==> run_1/power_grid.png <==
Bar = 50 um. Pins as bars on the die edge.
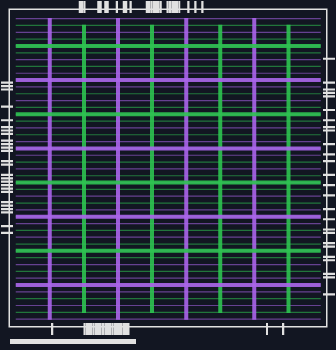
==> run_1/placement_by_type.png <==
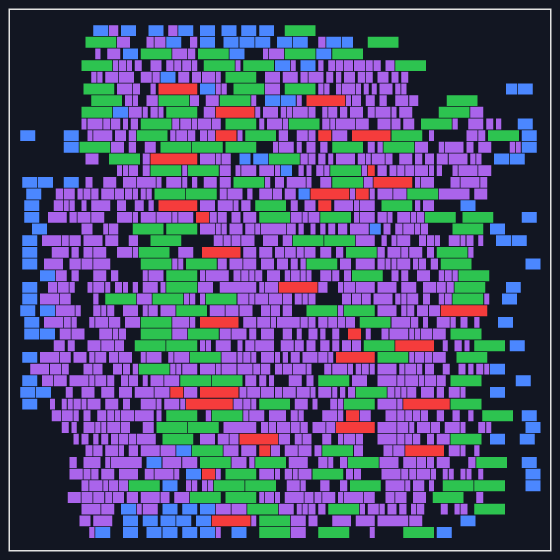
==> run_1/clk_routes.png <==
Bar = 50 um.
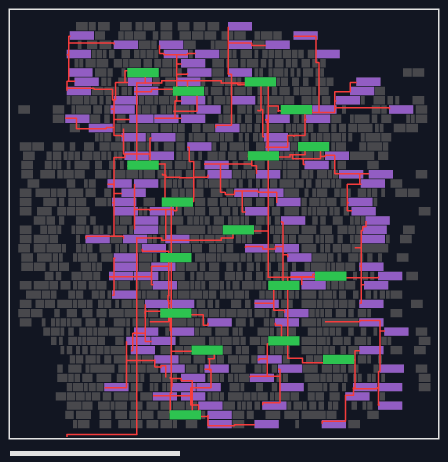
Design gps_sample_player_flat, sky130hd; sources not shown.
==> run summary, run 1 <==
Results of an implementation run.

Before placement the cells fill 59.24% of the core. Counting distinct cell types in the post-synthesis netlist gives 78. The share of the core filled with cells in the final layout is 71.26%. The layout report lists the combined flip-flop and latch area as 0.002582 mm^2. The number of global-route vias before repair is 7767. The total clock sinks is 129. Per the detailed-route log, wirelength across all metal layers totals 23230 um. The chip area line in the Yosys stat output reads 0.008610 mm^2. The hold-critical path depth is 2. The wire length per cell is 17.25 um.

The tap cell count is 184. The count of plain and timing-repair buffers in the layout is 107. The overall routing resource usage is 28.84%.

The clock network area share is 6.198%. Setup repair after global routing left no endpoint under its margin. The floorplan die area is 0.01583 mm^2. The dominant power group in this design is the clock network.

STA lists the maximum fanout along the critical path as 22. Per the CTS log, the maximum H-tree level is 4. After filler insertion, the fill cell instance count of the layout stands at 1078.

The net switching power in the latest report is 671.8 uW. The worst hold path belongs to the class flop to flop. The area growth from synthesis to final layout is 20.29%. Looking at the power breakdown, combinational cells take 25.4% of the total. The critical path class is primary input to output port. The endpoint arrival time on the critical path is 4.09 ns. 102 I/O pins were placed.

The worst setup timing slack at the placement stage is 1.523 ns. The category of cells accounting for the largest share of critical-path delay is buffers and inverters. Setup total negative slack on the finished layout was measured at 0 ns. Looking at the worst setup and hold paths, the clock pins of their registers show a slew of 0.06 ns. The final weighted congestion in routability-driven placement is 0.9161. The per-cell via count in the routed design is 6.278.

The internal power component is 1.466 mW. In this run, the synthesized area fraction spent on AND-OR/OR-AND gates is recorded as 17.67%. The cell with the most instances after synthesis is nor2_1. The proportion of final cell area spent on non-clock buffers is 10.20%. The number of clock buffers inserted by TritonCTS is 17. The count of library flops with an enable pin is 0.

Counting instances in the post-synthesis netlist gives the leading cell types as 141 x nor2_1, 129 x dfxtp_1, 88 x nand2_1. The share of the Yosys chip area taken by registers is 30.00%. Power attributed to sequential cells is 737 uW.

The time the final worst path needs with I/O delays and setup is 6.050 ns. The final hold violation count recorded for this run is 0. The normalized max-slew margin is 43.31%. After Yosys synthesis, full adders, half adders and majority gates account for 8.255% of the synthesized area.

The most common logic cells in the final layout are 141 x nor2_1, 129 x dfxtp_1, 101 x clkdlybuf4s50_1, 87 x nand2_1, 74 x a21oi_1. The number of cells upsized or downsized after cts is 0. The number of buffers inserted by post-CTS setup repair is 0.

The fraction of met3 tracks used by global routing is 3.866%. The met2 layer wire length in the routed design is 10630 um. Per the CTS log, the root buffer master is clkbuf_16.

The multi-input combinational cell count is 862. Ranked by total area, the top cell class in this layout is combinational gates. In the synthesized netlist, the number of instances is 1067. The highest metal layer with signal wires is met4.

The fraction of post-synthesis cell area in the top cell type by area is 30.00%. The transition time recorded at the tightest slew-check pin is 0.8446 ns. Global routing used 46.68% of the available met2 tracks. The global routing stage identified its most utilized layer as met2. Summing every instance area after synthesis gives 0.008610 mm^2. The count of cell instances traversed by the critical path is 6. The met3 routed wirelength is 1820 um. The post-CTS hold buffer count recorded in the log is 0. The main area contributors are dfxtp_1 30%, ha_1 7.6%, mux2i_1 7.1%. Entering global routing, the biggest net connects 59 pins. The layout clock buffer count is 18. The area used by multi-input combinational logic is 0.005722 mm^2.

The report counts max-capacitance violations totalling 0. The type of element launching the critical path is a primary input. The final worst slack is 1.801 ns. The number of max-slew violations in the final report is 0.

The post-route netlist has 4.987% of its cells at a drive strength greater than 1. The final non-filler cell total is 1347. The async set or reset register ratio after synthesis is 0%. The worst path buffer plus inverter count is 3. Detailed placement ended at an HPWL of 16730 um. The basic-gate share of the synthesized area counting and, or, nand and nor cells is 25.53%.

The run finished with clean final reports. Timing would allow up to 165.3 MHz. The longest clock path from root to sink contains 2 buffers.

STA classifies the critical path endpoint as an output port. The layout report gives the multi-input gate share of total cell area as 55.25%. The synthesized design contains 129 register bits. In the final report, the number of endpoints failing setup comes to 0.
Back to the opening pictures, power_grid.png:
net	colour
VDD	green
VSS	purple
signal pins	102
met4 straps	8
rows	44
met5 straps	8
met1 rails	45
Die W: 125.8 um
worst vdd rail ir drop: 0.0001565 V
CORE AREA: 0.01453 mm^2
overall die height: 125.8 um

Back to the opening pictures, placement_by_type.png:
class	colour	cells
clock drivers and dummy loads	red	32
other buffers and delay cells	blue	107
flops	green	129
combinational and other logic	purple	895
sequential fraction of total cell area: 24.94%
final standard cell area without fillers: 0.01036 mm^2
standard-cell rows: 44

Back to the opening pictures, clk_routes.png:
[flip-flops] purple | count: 129
[clock drivers] green | count: 17
[clock wires] red | length: 1570 um
routed clock nets	18
worst clock skew: 0.009429 ns
clock network power consumption: 858 uW
Clk network pwr share: 40.1%
worst-skew pair later-pin latency: 0.43 ns

==> run_1/wires.png <==
Bar = 50 um.
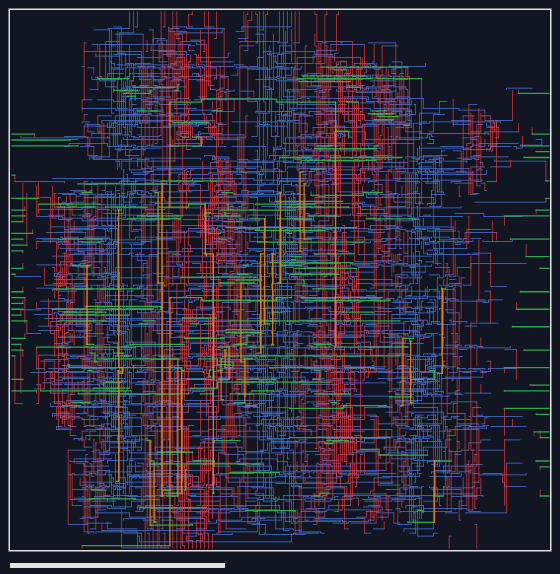

==> run 1 -> run 2 <==
--- a/config.mk
+++ b/config.mk
@@ -7,11 +7,11 @@
 export LEC_CHECK = 0
 export CAP_MARGIN = 20
 export CORE_MARGIN = 2
-export CORE_UTILIZATION = 58
+export CORE_UTILIZATION = 57
 export DETAILED_ROUTE_END_ITERATION = 12
 export GPL_TIMING_DRIVEN = 1
 export HOLD_SLACK_MARGIN = 0.1
-export PLACE_DENSITY = 0.92
+export PLACE_DENSITY = 0.91
 export SLEW_MARGIN = 5
 export SYNTH_ARGS = -nofsm -noshare
 export SYNTH_HDL_FRONTEND = slang
==> constraint.sdc (replaced) <==
create_clock -name clk_i -period 6 [get_ports clk_i]
set_input_delay 1.5 -clock clk_i [delete_from_list [all_inputs] [get_ports clk_i]]
set_output_delay 1.5 -clock clk_i [all_outputs]
set_load 0.02 [all_outputs]
==> run_2/wires.png <==
Bar = 50 um.
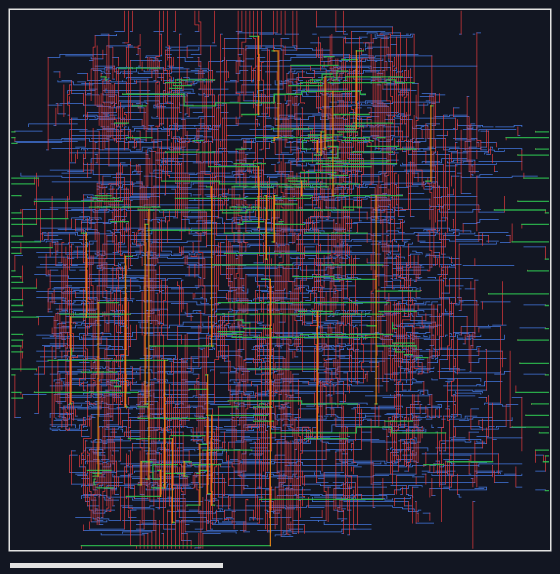
layer	colour	wire length
metal 3	green	1710 um
metal 4	orange	699 um
metal 1	blue	10300 um
metal 2	red	11000 um
overall track demand over capacity in global routing: 29.19%
Routed WL per cell: 17.49 um
Post-Route WL: 23670 um

==> run 2 against run 1 <==
Compared with the run above:
- combinational power grew 37%
- global-route usage rose by 0.36 points
- cell area increased by 0.92%
- critical path type is now primary input to flop
- highest routed layer unchanged
==> run summary, run 2 <==
Results of an implementation run.

The run finished with clean final reports. The combinational share of cell area came to 54.75% (-0.50 points). The per-cell via count in the routed design was 6.246 (-0.51%). The part of the Yosys area used for sequential elements is 30.00% (unchanged). The worst-path maximum fanout is 33 (+50%). The time the final worst path needs with I/O delays and setup is 5.593 ns.

The worst setup timing slack at the placement stage came to 0.1319 ns (-1.391 ns). The maximum level of the CTS H-tree came to 4 (unchanged). The group with the largest share of power is the clock network. The number of global-route vias before repair is 7859 (+1.2%).

The met2 demand-to-capacity share in global routing is 48.17% (+1.5 points). Yosys instantiated no cell more often than nor2_1. The number of cells upsized or downsized after cts came to 0 (unchanged). The fraction of met3 tracks used by global routing was 5.652% (+1.8 points). The worst path buffer plus inverter count is 2 (-1). The largest contributor to cell area by class is combinational gates. The count of plain and timing-repair buffers in the layout is 113 (+5.6%).

The library cells used most frequently in the layout, excluding fill and tap cells, are 141 x nor2_1, 129 x dfxtp_1, 101 x clkdlybuf4s50_1, 87 x nand2_1, 74 x a21oi_1. The number of hold buffers added after cts came to 0 (unchanged). The count of cell types in the netlist is 78 (unchanged). The count of cell instances traversed by the critical path is 15 (+9). The area used by multi-input combinational logic is 0.005722 mm^2 (unchanged). The met2 layer wire length in the routed design is 10990 um (+3.4%). The clock network area share was 6.501% (+0.30 points). The fraction of post-synthesis cell area in the top cell type by area is 30.00% (unchanged). The final weighted congestion in routability-driven placement is 0.9077 (-0.92%). The endpoint arrival time on the critical path came to 5.91 ns (+1.82 ns). STA classifies the critical path startpoint as a primary input. The category of cells accounting for the largest share of critical-path delay is AND-OR/OR-AND gates.

The final worst slack is 0.4075 ns (-1.393 ns). The number of top-level pins is 102 (unchanged). The basic-gate share of the synthesized area counting and, or, nand and nor cells is 25.53% (unchanged).

The combinational share of power is 25.6% (+0.2 points). The highest metal layer with signal wires is met4. The reported net switching power is 876.0 uW (+30%).
==> run_2/power_grid.png <==
Bar = 50 um. Pins as bars on the die edge.
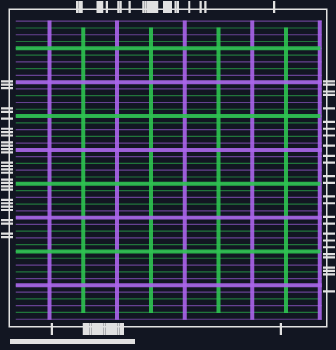
net	colour
VSS	purple
VDD	green
met1 rails	45
met5 straps	8
overall die height: 126.9 um
worst vdd rail ir drop: 0.0002183 V
Die W: 126.9 um
CORE AREA: 0.01464 mm^2

Power is estimated from default activity; no workload was simulated.
